File: src/rtl/mod_reduce_pipe.sv
// mod_reduce_pipe: 5-stage pipelined reducer of a DW-bit value mod Q with a rounded high-bit output.
// Define REDUC_RANGECHK_EN to add the err_sticky range-check flag.
module mod_reduce_pipe #(
  parameter int            QW    = 49,
  parameter logic [QW-1:0] Q     = 49'h1F41002F80001,
  parameter int            DW    = 74,
  parameter int            CHUNK = 5,
  parameter int            RW0   = 6,
  parameter int            RW1   = 8,
  parameter int            TW    = 4
) (
  input  logic           clk,
  input  logic           rst_n,
  input  logic           in_valid,
  output logic           in_ready,
  input  logic [DW-1:0]  in_data,
  input  logic           in_mode,
  input  logic [TW-1:0]  in_tag,
  output logic           out_valid,
  input  logic           out_ready,
  output logic [QW-1:0]  out_full,
  output logic [RW1-1:0] out_rnd,
  output logic [TW-1:0]  out_tag
`ifdef REDUC_RANGECHK_EN
  ,
  output logic           err_sticky
`endif
);
  localparam int NC = (DW - QW + CHUNK - 1) / CHUNK;
  localparam int HB = NC * CHUNK;
  localparam int SW = QW + 3;
  localparam int NT = NC + 1;
  localparam int NP = (NT + 1) / 2;
  localparam int NL = 1 << CHUNK;

  function automatic logic [QW-1:0] add_mod(input logic [QW-1:0] a, input logic [QW-1:0] b);
    logic [QW:0] s;
    s = {1'b0, a} + {1'b0, b};
    if (s >= {1'b0, Q}) s = s - {1'b0, Q};
    return s[QW-1:0];
  endfunction

  // (j * 2^(QW + k*CHUNK)) mod Q by repeated doubling, evaluated at elaboration
  function automatic logic [QW-1:0] lut_val(input int k, input int j);
    logic [QW-1:0] base;
    logic [QW-1:0] acc;
    base = QW'(1);
    for (int e = 0; e < QW + k * CHUNK; e++) base = add_mod(base, base);
    acc = '0;
    for (int b = CHUNK - 1; b >= 0; b--) begin
      acc = add_mod(acc, acc);
      if (((j >> b) & 1) != 0) acc = add_mod(acc, base);
    end
    return acc;
  endfunction

  function automatic logic [SW-1:0] mq(input int m);
    return SW'(m) * SW'(Q);
  endfunction

  function automatic logic [RW1-1:0] round_out(input logic [QW-1:0] f, input logic m);
    logic [RW0-1:0] r0;
    logic [RW1-1:0] r1;
    r0 = f[QW-1 -: RW0] + RW0'(1);
    r1 = f[QW-1 -: RW1] + RW1'(1);
    return m ? r1 : RW1'(r0);
  endfunction

  logic           w_en;
  logic           r_vld_p1, r_vld_p2, r_vld_p3, r_vld_p4, r_vld_p5;
  logic           r_mode_p1, r_mode_p2, r_mode_p3, r_mode_p4, r_mode_p5;
  logic [TW-1:0]  r_tag_p1, r_tag_p2, r_tag_p3, r_tag_p4, r_tag_p5;
  logic [QW-1:0]  w_lut [NC][NL];
  logic [HB-1:0]  w_hi;
  logic [QW-1:0]  r_lo_p1;
  logic [QW-1:0]  r_lut_p1 [NC];
  logic [QW-1:0]  w_term [2*NP];
  logic [SW-1:0]  r_ps_p2 [NP];
  logic [SW-1:0]  w_sum, r_s_p3;
  logic [QW-1:0]  w_m, r_m_p4, r_s_p4, w_full, r_full_p5;

  for (genvar k = 0; k < NC; k++) begin : g_lut
    for (genvar j = 0; j < NL; j++) begin : g_ent
      localparam logic [QW-1:0] LV = lut_val(k, j);
      assign w_lut[k][j] = LV;
    end
  end

  assign w_en     = ~r_vld_p5 | out_ready;
  assign in_ready = w_en;
  assign w_hi     = HB'(in_data[DW-1:QW]);

  always_comb begin
    for (int i = 0; i < 2 * NP; i++) w_term[i] = '0;
    w_term[0] = r_lo_p1;
    for (int k = 0; k < NC; k++) w_term[k+1] = r_lut_p1[k];
  end

  always_comb begin
    w_sum = '0;
    for (int p = 0; p < NP; p++) w_sum = w_sum + r_ps_p2[p];
  end

  // thresholds rise with m, so the last one passed is the largest m*Q <= S
  always_comb begin
    w_m = '0;
    for (int m = 1; m <= NC + 1; m++)
      if (r_s_p3 >= mq(m)) w_m = QW'(mq(m));
  end

  assign w_full = r_s_p4 - r_m_p4;

  always_ff @(posedge clk) begin
    if (w_en) begin
      // stage 1: LUT lookup of each high-part chunk
      r_lo_p1   <= in_data[QW-1:0];
      for (int k = 0; k < NC; k++) r_lut_p1[k] <= w_lut[k][w_hi[k*CHUNK +: CHUNK]];
      r_mode_p1 <= in_mode;
      r_tag_p1  <= in_tag;
      // stage 2: pairwise partial sums
      for (int p = 0; p < NP; p++) r_ps_p2[p] <= SW'(w_term[2*p]) + SW'(w_term[2*p+1]);
      r_mode_p2 <= r_mode_p1;
      r_tag_p2  <= r_tag_p1;
      // stage 3: final sum
      r_s_p3    <= w_sum;
      r_mode_p3 <= r_mode_p2;
      r_tag_p3  <= r_tag_p2;
      // stage 4: multiple-of-Q selection
      r_m_p4    <= w_m;
      r_s_p4    <= r_s_p3[QW-1:0];
      r_mode_p4 <= r_mode_p3;
      r_tag_p4  <= r_tag_p3;
    end
  end

  // stage 5: residue and control, reset so the outputs read zero after reset
  always_ff @(posedge clk) begin
    if (!rst_n) begin
      r_vld_p1  <= 1'b0;
      r_vld_p2  <= 1'b0;
      r_vld_p3  <= 1'b0;
      r_vld_p4  <= 1'b0;
      r_vld_p5  <= 1'b0;
      r_full_p5 <= '0;
      r_tag_p5  <= '0;
      r_mode_p5 <= 1'b0;
    end else if (w_en) begin
      r_vld_p1  <= in_valid;
      r_vld_p2  <= r_vld_p1;
      r_vld_p3  <= r_vld_p2;
      r_vld_p4  <= r_vld_p3;
      r_vld_p5  <= r_vld_p4;
      r_full_p5 <= w_full;
      r_tag_p5  <= r_tag_p4;
      r_mode_p5 <= r_mode_p4;
    end
  end

  assign out_valid = r_vld_p5;
  assign out_full  = r_full_p5;
  assign out_tag   = r_tag_p5;
  assign out_rnd   = r_vld_p5 ? round_out(r_full_p5, r_mode_p5) : '0;

`ifdef REDUC_RANGECHK_EN
  always_ff @(posedge clk) begin
    if (!rst_n) err_sticky <= 1'b0;
    else if (r_vld_p5 && (r_full_p5 >= Q)) err_sticky <= 1'b1;
  end
`ifndef SYNTHESIS
  always_ff @(posedge clk) begin
    if (rst_n && r_vld_p5 && (r_full_p5 >= Q))
      $error("mod_reduce_pipe: residue %h not below Q", r_full_p5);
  end
`endif
`endif

endmodule

File: config.mk
export PLATFORM = sky130hd
export DESIGN_NAME = mod_reduce_pipe
export DESIGN_NICKNAME = d
export VERILOG_FILES = /design/src/rtl/mod_reduce_pipe.sv
export SDC_FILE = /design/constraint.sdc
export NUM_CORES = 1
export LEC_CHECK = 0
export CORE_ASPECT_RATIO = 0.9
export CORE_MARGIN = 2
export CORE_UTILIZATION = 50
export DETAILED_ROUTE_END_ITERATION = 10
export HOLD_SLACK_MARGIN = 0.15
export PLACE_DENSITY = 0.67
export SLEW_MARGIN = 10
export SYNTH_ARGS = -nofsm -noshare
export SYNTH_HDL_FRONTEND = slang
export SYNTH_SLANG_ARGS = --single-unit
File: constraint.sdc
create_clock -name clk -period 28.8 [get_ports clk]
set_input_delay 5.76 -clock clk [delete_from_list [all_inputs] [get_ports clk]]
set_output_delay 5.76 -clock clk [all_outputs]
set_load 0.02 [all_outputs]
==> impl_metrics.json <==
{
  "most_common_cell": "edfxtp_1",
  "logic_gates": 3041,
  "whs_ns": 0.417,
  "synth-area-yosys_mm2": 0.0393,
  "ys_sh_simple_pct": 13.2,
  "startpoint": "out_ready",
  "flop_cell": "edfxtp_1",
  "synthArstFlopShare_pct": 0,
  "hold_class": "flip-flop to flip-flop",
  "whs_path_depth": 0,
  "seq_area_share_pct": 40.1,
  "signal_buffers": 167,
  "top_logic_kind": "AND-OR/OR-AND gates",
  "placed_cells": 4975,
  "grt_max_degree": 99,
  "cts_tree": "built",
  "power_leader": "combinational logic",
  "pg_seq_mw": 1.51,
  "fin_total_pwr_mw": 4.54,
  "fillCellCount": 6827,
  "final_cell_mix": "543 x edfxtp_1, 416 x a21oi_1, 384 x nand2_1",
  "topRoutingLayerUsed": "met4",
  "yosysTopAreaCellShare_pct": 41.4,
  "drtIter0Drc": 3513,
  "p_comb_share_pct": 47.5,
  "synth.area.top_cells": "edfxtp_1 41%, ha_1 8.6%, a21oi_1 5.3%",
  "cp-endpoint": "in_ready",
  "syn-num-nets": 4401,
  "clockNetworkAreaShare_pct": 5.18,
  "final_util_pct": 56.0,
  "mi_logic_area_mm2": 0.0205,
  "finClkSkew_ns": 0.0239,
  "num_rows": 97,
  "vias_per_cell": 6.04,
  "fa_ha_area_share_pct": 11.4,
  "setup_violations": 0,
  "synth_flops": 602,
  "nNonClkInverters": 126,
  "crit_family": "buffers and inverters",
  "critical-path-max-stage-delay_ns": 0.73,
  "drc": 0,
  "yosysWarnings": 0,
  "antennaDiodeCount": 1,
  "p_per_area_mw_per_mm2": 104,
  "flops": 602,
  "drive_gt1_share_pct": 4.33,
  "io_pins": 146,
  "synth_area_mm2": 0.0393,
  "place_area_mm2": 0.0414,
  "cts_root_buf": "clkbuf_16",
  "powerComb_mw": 2.16,
  "min_period_ns": 13.69,
  "intPower_mw": 2.74,
  "dr.pass1.iters": 6,
  "dr_total_vias": 30800,
  "worst_pin_slew_ns": 1.08,
  "comb_share_pct": 47.1,
  "clkTransAtPathRegs_ns": 0.06,
  "top_register": "r_lut_p1",
  "grt_pass1_vias": 27800,
  "cts_hold_buf": 0,
  "critPathSlowestCell": "nor2b_4",
  "ys_seq_share_pct": 44.4,
  "worstSetupEndpointType": "output port",
  "layout.cells.non_filler": 5100,
  "cts.sinks": 602,
  "clk-power_mw": 0.874,
  "numPortBuffers": 145,
  "cp_num_cells": 4,
  "rsz0062_at_grt": "false",
  "syn_inst": 3992,
  "worst-path-buf-inv": 3,
  "numCtsBuffers": 68,
  "wl_met3_mm": 6.64,
  "ant_nets": 0,
  "wl_mm": 105,
  "ff2ff_path_depth": 11,
  "clock_latency_ns": 0.62,
  "hp-start": "r_tag_p1[1]$_DFFE_PP_",
  "bufAreaShareNonClock_pct": 3.60,
  "cpMostUsedCell": "clkdlybuf4s50_1",
  "seq_power_share_pct": 33.2,
  "r2r_start": "r_lut_p1[0][41]$_SDFFCE_PP1P_",
  "grt_pass1_wl_mm": 162,
  "r2r_setup_slack_ns": 24.04,
  "die_w_um": 300,
  "slew_violations": 0,
  "core_area_mm2": 0.0779,
  "wl_met1_mm": 48.5,
  "wl_met2_mm": 46.3,
  "dp_hpwl_mm": 77.4,
  "r2r_end": "r_ps_p2[0][45]$_DFFE_PP_",
  "cts_setup_buffers": 0,
  "initCoreUtil_pct": 50.5,
  "power_leakage_nw": 17.1,
  "drv_cap": 0,
  "cts.path.max_buffers": 3,
  "largest_reg_flops": 209,
  "ctsResizeCount": 0,
  "synthMuxAreaShare_pct": 1.07,
  "grtUsageMet3_pct": 2.99,
  "cp-start-kind": "input pin",
  "sw_frac_of_total_pct": 39.7,
  "synth.avg_cell_area_um2": 9.86,
  "edf_count": 543,
  "path_class": "input pin to output port",
  "power_switching_mw": 1.80,
  "xor_share_pct": 5.03,
  "top_area_cell": "edfxtp_1",
  "yosys.area_share.aoi_pct": 21.4,
  "hold_end": "r_tag_p2[1]$_DFFE_PP_",
  "nClkBuffers": 86,
  "synth.top_cells.by_count": "543 x edfxtp_1, 416 x a21oi_1, 384 x nand2_1",
  "antenna_found_initial": 7,
  "setup_ws_ns": 15.11,
  "tap_cells": 1039,
  "htree_num_levels": 3,
  "reg_top3": "r_lut_p1: 209 flops, r_ps_p2: 150 flops, r_s_p3: 52 flops",
  "required_ns": 23.04,
  "status": "finished clean",
  "grt-ovfl-total": 0,
  "setup-tns-final_ns": 0,
  "fmax_mhz": 73.1,
  "warning_count": 68,
  "nNetsFinal": 4415,
  "finalWeightedCongestion": 0.955,
  "crit_path_max_fanout": 37,
  "area_growth_pct": 10.9,
  "final_layout_top_logic_cell": "edfxtp_1",
  "hold_viol": 0,
  "ir_worst_vdd_mv": 0.0651,
  "final_area_mm2": 0.0436,
  "crit_arrival_ns": 7.93
}
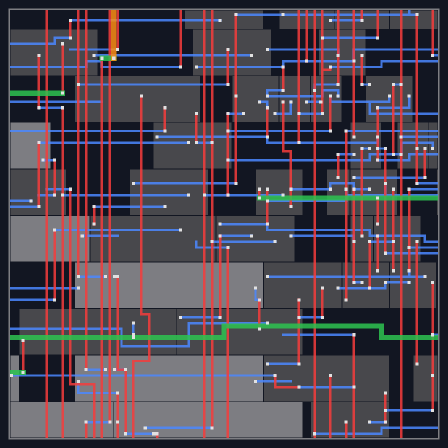
(a small window of the routed layout)
Region (137, 123) to (162, 148) um. Cells in grey, sequential cells in the stronger grey; small squares are vias.
- metal 1: blue
- metal 4: orange
- metal 3: green
- metal 2: red
- sequential cells in the window: 4
- most frequent: a21o_1 (7), ha_1 (6), fa_1 (5)
- netlist names of flops here include: r_ps_p2 (4)
- cells with their middle in the window: 31

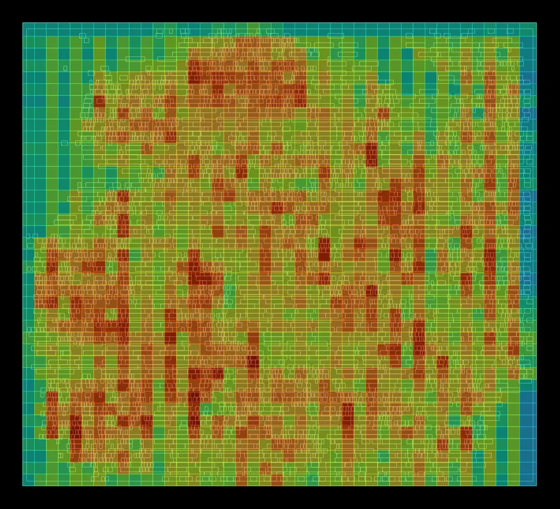
(track usage over the die)
most used routing layer: met2
Global Route met2 Usage: 38.7%
Avg WL per Cell: 20.5 um
GR Util met1: 37.6%
GRT Resource Usage Total: 25.3%

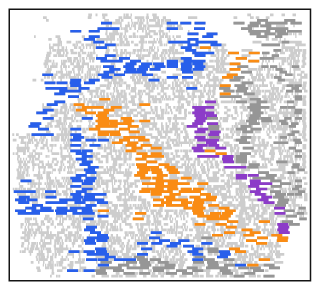
(where the registers sit)
Drawn at 1 px/um.
- r_s_p3: purple (sequential cells 52)
- r_ps_p2: orange (sequential cells 150)
- r_lut_p1: blue (sequential cells 209)

